==> config.mk <==
export PLATFORM = sky130hd
export DESIGN_NAME = hc_prefix_subtractor_pipe
export DESIGN_NICKNAME = d
export VERILOG_FILES = /design/src/rtl/hc_prefix_subtractor_pipe.sv
export SDC_FILE = /design/constraint.sdc
export NUM_CORES = 1
export LEC_CHECK = 0
export ABC_AREA = 1
export CORE_ASPECT_RATIO = 1.4
export CORE_MARGIN = 1.5
export CORE_UTILIZATION = 35
export CTS_BUF_LIST = sky130_fd_sc_hd__clkbuf_8
export DETAILED_ROUTE_END_ITERATION = 8
export PLACE_DENSITY = 0.55
export RECOVER_POWER = 50
export SETUP_SLACK_MARGIN = 0.4
export SYNTH_ARGS = -nofsm -noshare
export SYNTH_HDL_FRONTEND = slang
export SYNTH_SLANG_ARGS = --single-unit
==> constraint.sdc <==
create_clock -name clk -period 1.9 [get_ports clk]
set_input_delay 0.285 -clock clk [delete_from_list [all_inputs] [get_ports clk]]
set_output_delay 0.285 -clock clk [all_outputs]
set_load 0.01 [all_outputs]
==> src/rtl/hc_prefix_subtractor_pipe.sv <==
// Pipelined Han-Carlson subtractor: D = A - B - Bin, Bout, ovf.
// Ports: clk, rst, in_valid/in_ready, A, B, Bin, out_valid/out_ready,
//   D, Bout, ovf. Macro HC_SUB_OVF_FLAG_EN enables the ovf flag.
module hc_prefix_subtractor_pipe #(
    parameter int WIDTH   = 16,
    parameter int VALENCY = 2
) (
    input  logic           clk,
    input  logic           rst,
    input  logic           in_valid,
    output logic           in_ready,
    input  logic [WIDTH:1] A,
    input  logic [WIDTH:1] B,
    input  logic           Bin,
    output logic           out_valid,
    input  logic           out_ready,
    output logic [WIDTH:1] D,
    output logic           Bout,
    output logic           ovf
);

    localparam int NP = WIDTH / VALENCY;
    localparam int LV = $clog2(NP);

    logic v1, v2, v3;
    logic adv1, adv2, load1;

    logic [WIDTH:0] g_in, p_in;
    logic [WIDTH:0] s1_g, s1_p;

    logic [NP-1:0]  kg, kp;
    logic [NP-1:0]  s2_gg;
    logic [NP:0]    s2_ge;
    logic [WIDTH:1] s2_p;

    logic [WIDTH:0] c;
    logic [WIDTH:1] d_nx;
    logic           bout_nx;

    logic [WIDTH:1] d_q;
    logic           bout_q;

    // Handshake: a stage may load when empty or when it drains.
    assign adv2     = v2 & (~v3 | out_ready);
    assign adv1     = v1 & (~v2 | adv2);
    assign in_ready = ~v1 | adv1;
    assign load1    = in_valid & in_ready;

    // Subtract as A + ~B + ~Bin; bit 0 carries the inverted borrow-in.
    assign g_in = {A & ~B, ~Bin};
    assign p_in = {A ^ ~B, 1'b0};

    // Sparse prefix: pair (2j+1, 2j), then Kogge-Stone over pairs.
    // Pair 0 spans bit 0 whose P is 0, so shifted-in zeros are safe.
    always_comb begin
        kg = '0;
        kp = '0;
        for (int j = 0; j < NP; j++) begin
            kg[j] = s1_g[2*j+1] | (s1_p[2*j+1] & s1_g[2*j]);
            kp[j] = s1_p[2*j+1] & s1_p[2*j];
        end
        for (int k = 0; k < LV; k++) begin
            kg = kg | (kp & (kg << (1 << k)));
            kp = kp & (kp << (1 << k));
        end
    end

    // Even positions get their group generate from the odd one below.
    always_comb begin
        c    = '0;
        c[0] = s2_ge[0];
        for (int j = 0; j < NP; j++)
            c[2*j+1] = s2_gg[j];
        for (int j = 1; j <= NP; j++)
            c[2*j] = s2_ge[j] | (s2_p[2*j] & s2_gg[j-1]);
        d_nx    = s2_p ^ c[WIDTH-1:0];
        bout_nx = ~c[WIDTH];
    end

    always_ff @(posedge clk) begin
        if (rst) begin
            v1     <= 1'b0;
            v2     <= 1'b0;
            v3     <= 1'b0;
            d_q    <= '0;
            bout_q <= 1'b0;
        end else begin
            if (load1)     v1 <= 1'b1;
            else if (adv1) v1 <= 1'b0;
            if (adv1)      v2 <= 1'b1;
            else if (adv2) v2 <= 1'b0;
            if (adv2)           v3 <= 1'b1;
            else if (out_ready) v3 <= 1'b0;
            if (adv2) begin
                d_q    <= d_nx;
                bout_q <= bout_nx;
            end
        end
    end

    always_ff @(posedge clk) begin
        if (load1) begin
            s1_g <= g_in;
            s1_p <= p_in;
        end
        if (adv1) begin
            s2_gg <= kg;
            s2_p  <= s1_p[WIDTH:1];
            for (int j = 0; j <= NP; j++)
                s2_ge[j] <= s1_g[2*j];
        end
    end

`ifdef HC_SUB_OVF_FLAG_EN
    logic s1_as, s1_bs, s2_as, s2_bs, ovf_q;

    always_ff @(posedge clk) begin
        if (load1) begin
            s1_as <= A[WIDTH];
            s1_bs <= B[WIDTH];
        end
        if (adv1) begin
            s2_as <= s1_as;
            s2_bs <= s1_bs;
        end
    end

    always_ff @(posedge clk) begin
        if (rst)
            ovf_q <= 1'b0;
        else if (adv2)
            ovf_q <= (s2_as ^ s2_bs) & (s2_as ^ d_nx[WIDTH]);
    end

    assign ovf = ovf_q;
`else
    assign ovf = 1'b0;
`endif

    assign out_valid = v3;
    assign D         = d_q;
    assign Bout      = bout_q;

endmodule

### Metal 1, run 1

Supply wires on this layer in grey.
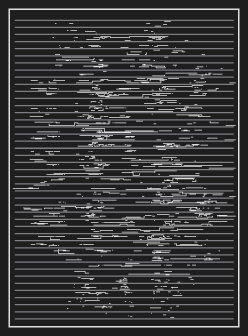
nets with wire on the layer: 351
share of all routed wire: 43%
wire length on this layer: 2160 µm
routing usage on met1: 0.122
detailed-route wire length: 5010 µm
via total after detailed routing: 2004

### Metal 2, run 1

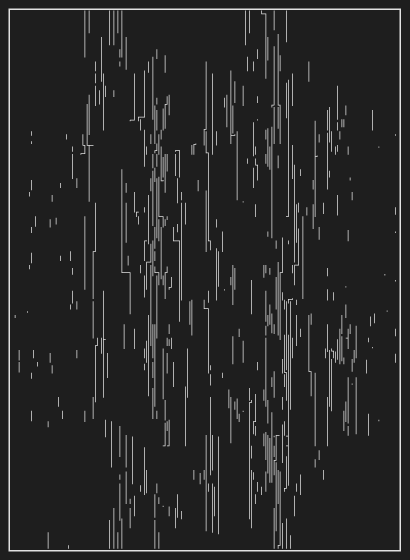
nets with wire on the layer: 306
longest straight run: 33.7 µm
main direction: vertical
wire length on this layer: 2400 µm
share of all routed wire: 48%
GR Layer Usage met2: 0.183

### M3 wires, run 1

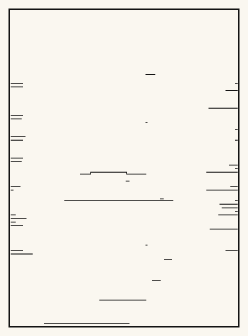
nets with wire on the layer: 37
wire length on this layer: 277 µm
share of all routed wire: 5.5%

### Clock nets, run 1

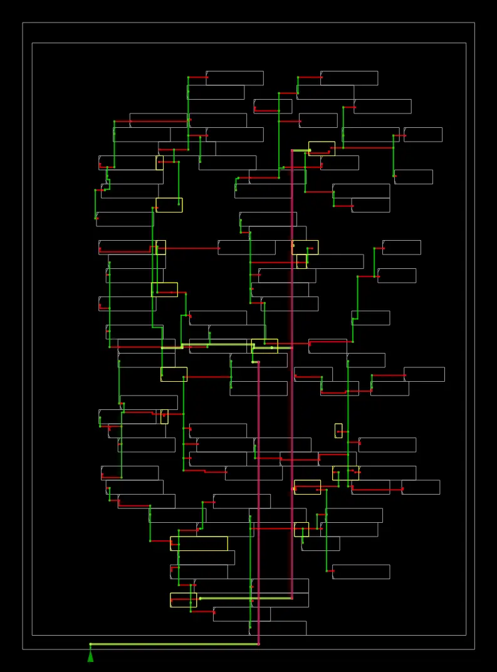
power dissipated in the clock network: 1.18 mW
Clock Skews: 10.7 ps

==> metrics.yaml, run 1 <==
status:
  outcome: "finished, final reports clean"
flow_run:
  tool_warnings: 28
clocking:
  tritoncts: "built"
  ctsLongestPathBuffers: 2
  hold_fix_buffer_count_after_cts: 0
  post_cts_buffers: 0
  cts-htree-levels: 3
  cell_at_the_root_of_the_clock_tree: "sky130_fd_sc_hd__clkbuf_8"
  worstSkewPairLatency_ps: 350
  clock-sinks: 86
sta:
  hold_viol: 0
  fin_tns_setup_ps: 0
  setup-violations-final: 0
  final.setup.worst_slack_ps: 309
  finalWorstPathRequiredPeriod_ps: 1590
cells_and_area:
  largest_register: "s1_g"
  layout-area-overhead-vs-synth_pct: 24.7
  mostFrequentLayoutCell: "sky130_fd_sc_hd__edfxtp_1"
  fraction_of_final_layout_cells_sized_beyond_drive_strength_1: 0.0778
  most-common-layout-cells: "sky130_fd_sc_hd__edfxtp_1, sky130_fd_sc_hd__nand2_1, sky130_fd_sc_hd__inv_1"
  layoutNonFillerInstCount: 479
  largest_register_ffs: 17
  final_core_occ: 0.453
setup_path:
  path_common_cell: "sky130_fd_sc_hd__nand2_1"
  worstPathMaxFanout: 3
  timing.rr.end: "s2_p[5]"
  worstPathRequired_ps: 1620
  critical_path_start: "out_ready"
  critical_path.top_delay_family: "buffers and inverters"
  cp-start-kind: "input pin"
  timing.critical_path.cells: "dlygate4sd3_1 > inv_1 > nand2_1 > nand2_1 > nand3_4 > clkbuf_2"
  crit_buf_inv: 3
  crit_path_max_incr_delay_ps: 530
die:
  initCoreUtil: 0.363
  die_y_um: 121
  standard_cell_rows: 42
  core_area_um2: 9560
  design.portCount: 57
  chip_area_um2: 10500
synthesis:
  synth_warnings: 0
  syn_area_um2: 3470
  synth_sequential_area_ratio: 0.686
  post_synth_num_cell_types: 23
  synth_area_leader_cell: "sky130_fd_sc_hd__edfxtp_1"
  logic_family: "simple AND/OR/NAND/NOR gates"
  synthDominantCellAreaShare: 0.570
  yosys-mux-area-fraction: 0
  synth.net_count: 339
  yosys.area_share.simple: 0.0915
placed_design:
  detailed_place_hpwl_um: 3600
  placed_cells_incl_taps: 463
  place_ws_ps: 66.8
hold_path:
  min_delay_src: "s1_g[16]"
power_and_ir_drop:
  worst_ir_drop_vdd_uv: 297
  leakage_nw: 1.86
global_route:
  grt_antenna_before_repair: 0
  global_route_wire_length_before_repair_um: 8740
  grt_start_max_net_pins: 34
## run 1: cell usage after synthesis, drive strengths merged
master	count
a21oi	16
buf	5
conb	1
dfxtp	20
edfxtp	66
ha	24
inv	41
nand2	45
nand3	4
nor2	29
nor3	2
o21ai	17
xnor2	1
xor2	7
## run 1: logic make-up (layout without fill, tap and decap cells)
kind of cell	Yosys count	count (layout)
flops	86	86
buf+inv	46	115
xor+xnor	8	8
other cells	1	1
fa+ha+maj	24	24
simple gates	80	80
compound gates	33	33
## run 1: cell type report
| cell class | instances | share of cell area |
|---|---|---|
| clock buffer | 9 | 0.0286 |
| multi-input combinational | 146 | 0.203 |
| timing repair buffer | 58 | 0.129 |
| tap | 132 | 0.0381 |
| inverter | 41 | 0.0384 |
| clock inverter | 7 | 0.0136 |
| sequential | 86 | 0.550 |
## run 1: layer usage
layer  global-route usage  wire, µm  up-vias  share of wire
met1                0.122      2160      895           0.43
met4               0.0794       172        0          0.034
met3               0.0313       277        9          0.055
met2                0.183      2400       47           0.48
met5                    0         0        -              0
li1                     -         -     1053              -
## run 1: how the worst max path moves through the flow
stage / end / slack, ps / cells past startpoint
detailed placement: in_ready / 70 / 6
CTS: in_ready / 360 / 6
global placement: in_ready / 70 / 6
finish: in_ready / 310 / 6
floorplan: s1_g[0] / 340 / 5
global route: in_ready / 210 / 6
## run 1: report_power, final
group	leakage, nW	total [mW]	switching [mW]	internal [mW]
Clock	0.103	1.18	0.593	0.589
Combinational	0.959	0.331	0.174	0.157
Sequential	0.801	2.21	0.0502	2.16
Total	1.86	3.73	0.818	2.91
## run 1: repair_timing
| item | CTS | global route |
|---|---|---|
| gates resized | 20 | 1 |
| endpoints found under the setup margin | 19 | 1 |
| endpoints found under the hold margin | 0 | 0 |
| pin swaps | 0 | 0 |
==> run 2: changes to the inputs <==
Clock period 1.9 ns to 1.5 ns, I/O delays scaled along.
==> run 2 against run 1 <==
Effect of this change: first-iteration DRC count is 4.1% lower; largest power group unchanged; combinational power is 66% higher; die area stayed put.
==> metrics.yaml, run 2 <==
global_route:
  grt_start_max_net_pins: 32  # -5.9%
  global_route_wire_length_before_repair_um: 9060  # +3.6%
  grt_antenna_before_repair: 0  # unchanged
  globalRouteOverflowTotal: 0
  grt_usage: 0.118
clocking:
  cell_at_the_root_of_the_clock_tree: "sky130_fd_sc_hd__clkbuf_8"
  cts-htree-levels: 3  # unchanged
  clock-sinks: 86  # unchanged
  worstSkewPairLatency_ps: 350  # about the same
  ctsLongestPathBuffers: 2  # unchanged
  tritoncts: "built"
synthesis:
  logic_family: "simple AND/OR/NAND/NOR gates"
  enable_flop_cells: 66  # unchanged
  avgSynthCellArea_um2: 12.5
  ys.flop_type: "sky130_fd_sc_hd__edfxtp_1"
  top_cell: "sky130_fd_sc_hd__edfxtp_1"
  post_synth_ao_oa_area_fraction: 0.0540
  synthDominantCellAreaShare: 0.570  # unchanged
  post_synth_num_cell_types: 23  # unchanged
  synth_sequential_area_ratio: 0.686  # unchanged
  yosys-mux-area-fraction: 0  # unchanged
  synth_warnings: 0  # unchanged
  syn_area_um2: 3470  # unchanged
  async_reset_ff_frac: 0  # unchanged
  synth.net_count: 339  # unchanged
  synth_area_leader_cell: "sky130_fd_sc_hd__edfxtp_1"
  yosys.area_share.simple: 0.0915  # unchanged
  netlist_top_cells_count: "sky130_fd_sc_hd__edfxtp_1, sky130_fd_sc_hd__nand2_1, sky130_fd_sc_hd__inv_1"
  topCellsByArea: "sky130_fd_sc_hd__edfxtp_1, sky130_fd_sc_hd__dfxtp_1, sky130_fd_sc_hd__ha_1, sky130_fd_sc_hd__nand2_1, sky130_fd_sc_hd__inv_1"
setup_path:
  timing.critical_path.to: "in_ready"
  worstPathRequired_ps: 1270  # -350 ps
  timing.critical_path.cells: "nand2_4 > nand2_4 > nand3_4 > buf_6"
  crit_path_max_incr_delay_ps: 400  # -130 ps
  timing.rr.end: "D[13]"
  critical_path_start: "out_valid"
  cp_data_arrival_time_ps: 1120
  cp-start-kind: "register"
  path_common_cell: "sky130_fd_sc_hd__nand2_4"
  worstPathMaxFanout: 3  # unchanged
die:
  initCoreUtil: 0.363  # unchanged
  core_area_um2: 9560  # unchanged
  die_y_um: 121  # unchanged
  chip_area_um2: 10500  # unchanged
  design.portCount: 57  # unchanged
  standard_cell_rows: 42  # unchanged
power_and_ir_drop:
  comb_power_share: 0.113  # +0.024
  worst_ir_drop_vdd_uv: 448  # +51%
  power.share.switching: 0.229  # +0.00921
  leakage_nw: 1.98  # +6.3%
  power.switching_mw: 1.11  # +36%
  internal-power_mw: 3.75  # +29%
  power.clock.fraction: 0.309  # -0.008
  power_frac_seq: 0.579  # -0.015
sta:
  fin_tns_setup_ps: 0  # unchanged
  final.setup.worst_slack_ps: 150  # -159 ps
  finalWorstPathRequiredPeriod_ps: 1350
  hold_slack_ps: 426
  fin_skew_ps: 8.49  # -2.21 ps
  setup-violations-final: 0  # unchanged
  final_max_slew_viol_count: 0
  hold_viol: 0  # unchanged
cells_and_area:
  logic_area_um2: 1060
  final_core_occ: 0.491  # +0.0375
  largest_register_ffs: 17  # unchanged
  fillCellCount: 906
  antennaDiodeCount: 0
  most-common-layout-cells: "sky130_fd_sc_hd__edfxtp_1, sky130_fd_sc_hd__nand2_1, sky130_fd_sc_hd__inv_1"
  largest_register: "s1_g"
  layout-area-overhead-vs-synth_pct: 35.1
  fraction_of_final_layout_cells_sized_beyond_drive_strength_1: 0.265  # +0.187
  layoutNonFillerInstCount: 498  # +4.0%
  mostFrequentLayoutCell: "sky130_fd_sc_hd__edfxtp_1"
detailed_routing:
  detail_route.wirelength.met1_um: 2440  # +13%
  met3_wirelength_um: 239  # -14%
  drt_pass1_iterations: 4
  wl_per_cell_um: 11.4
  route.top_layer_used: "met4"
  vias: 2105  # +5.0%
  met2_wirelength_um: 2850  # +19%
  routed_wirelength_um: 5690  # +14%
flow_run:
  tool_warnings: 29  # +3.6%
placed_design:
  detailed_place_hpwl_um: 3740  # +3.9%
  global_placer_s_final_weighted_congestion: 0.700
  place_ws_ps: -230  # -297 ps
  placed_cells_incl_taps: 466  # +0.65%
status:
  outcome: "finished, final reports clean"
run 2: cell counts after synthesis:
No cell type changed its count.
run 2: cells by family after synthesis:
family                     count (synthesis)
buffers and inverters                     46
adders and majority gates                 24
DFF                                       86
other                                      1
AOI/OAI and AO/OA                         33
xor gates and xnor gates                   8
and+or+nand+nor                           80
run 2: layout make-up:
type,count,area share
sequential,86,0.509
timing repair buffer,74,0.144
inverter,41,0.0371
clock buffer,9,0.0264
timing repair inverter,3,0.00960
clock inverter,7,0.0123
tap,132,0.0352
multi-input combinational,146,0.226
run 2: metal layers:
layer  up-vias  GRT usage
met5         -          0
met4         0     0.0774
met3         9     0.0306
met2        44      0.197
met1       960      0.129
li1       1092          -
run 2: power by group through the flow:
stage | Combinational (mW) | Sequential, mW | Clock (mW)
CTS | 0.515 | 2.81 | 1.55
detailed placement | 0.477 | 2.86 | 0
floorplan | 0.235 | 2.86 | 0
finish | 0.548 | 2.81 | 1.50
global placement | 0.471 | 2.86 | 0
global route | 0.618 | 2.83 | 1.63
run 2: worst min-delay path by stage:
stage,start,end,cells after the start
6_report,out_ready,out_valid,5
3_3_place_gp,s1_g[16],s2_ge[8],0
4_1_cts,out_ready,out_valid,4
2_1_floorplan,rst,out_valid,1
5_1_grt,out_ready,out_valid,5
3_5_place_dp,s1_g[16],s2_ge[8],0
run 2: what timing repair did:
action / in CTS / in global routing
buffers inserted: 5 / 7
hold buffers: 0 / 0
gates cloned: 3 / 1
pin swaps: 6 / 8
gates resized: 125 / 42
setup endpoints to repair: 108 / 92
run 2: worst max-delay path: cells and delay by family (launching register included):
| kind | cells | cell delay [ps] |
|---|---|---|
| simple gates | 3 | 230 |
| flops | 1 | 400 |
| buf+inv | 1 | 130 |
### Metal 2, run 2

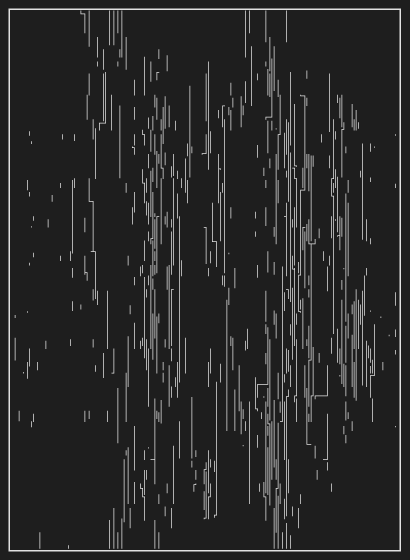
wire length on this layer: 2850 µm
share of all routed wire: 50%
longest straight run: 37.1 µm
nets with wire on the layer: 329

### Clock nets, run 2

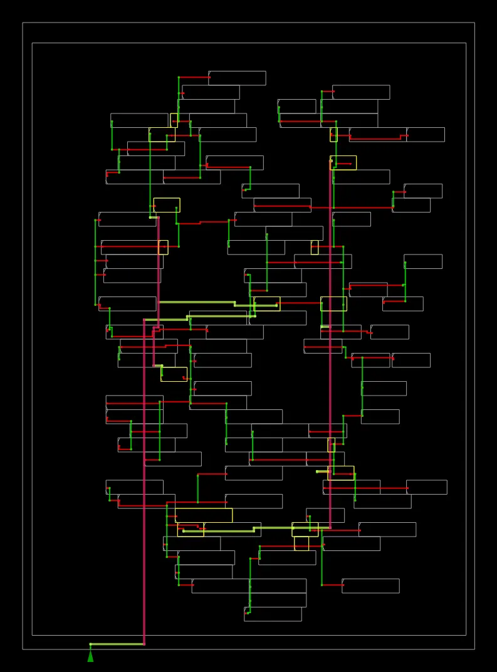
clock buffer instance count of the final layout: 9
sequential cell count: 86

No activity file was given, so power comes from the tool's default toggle rates.
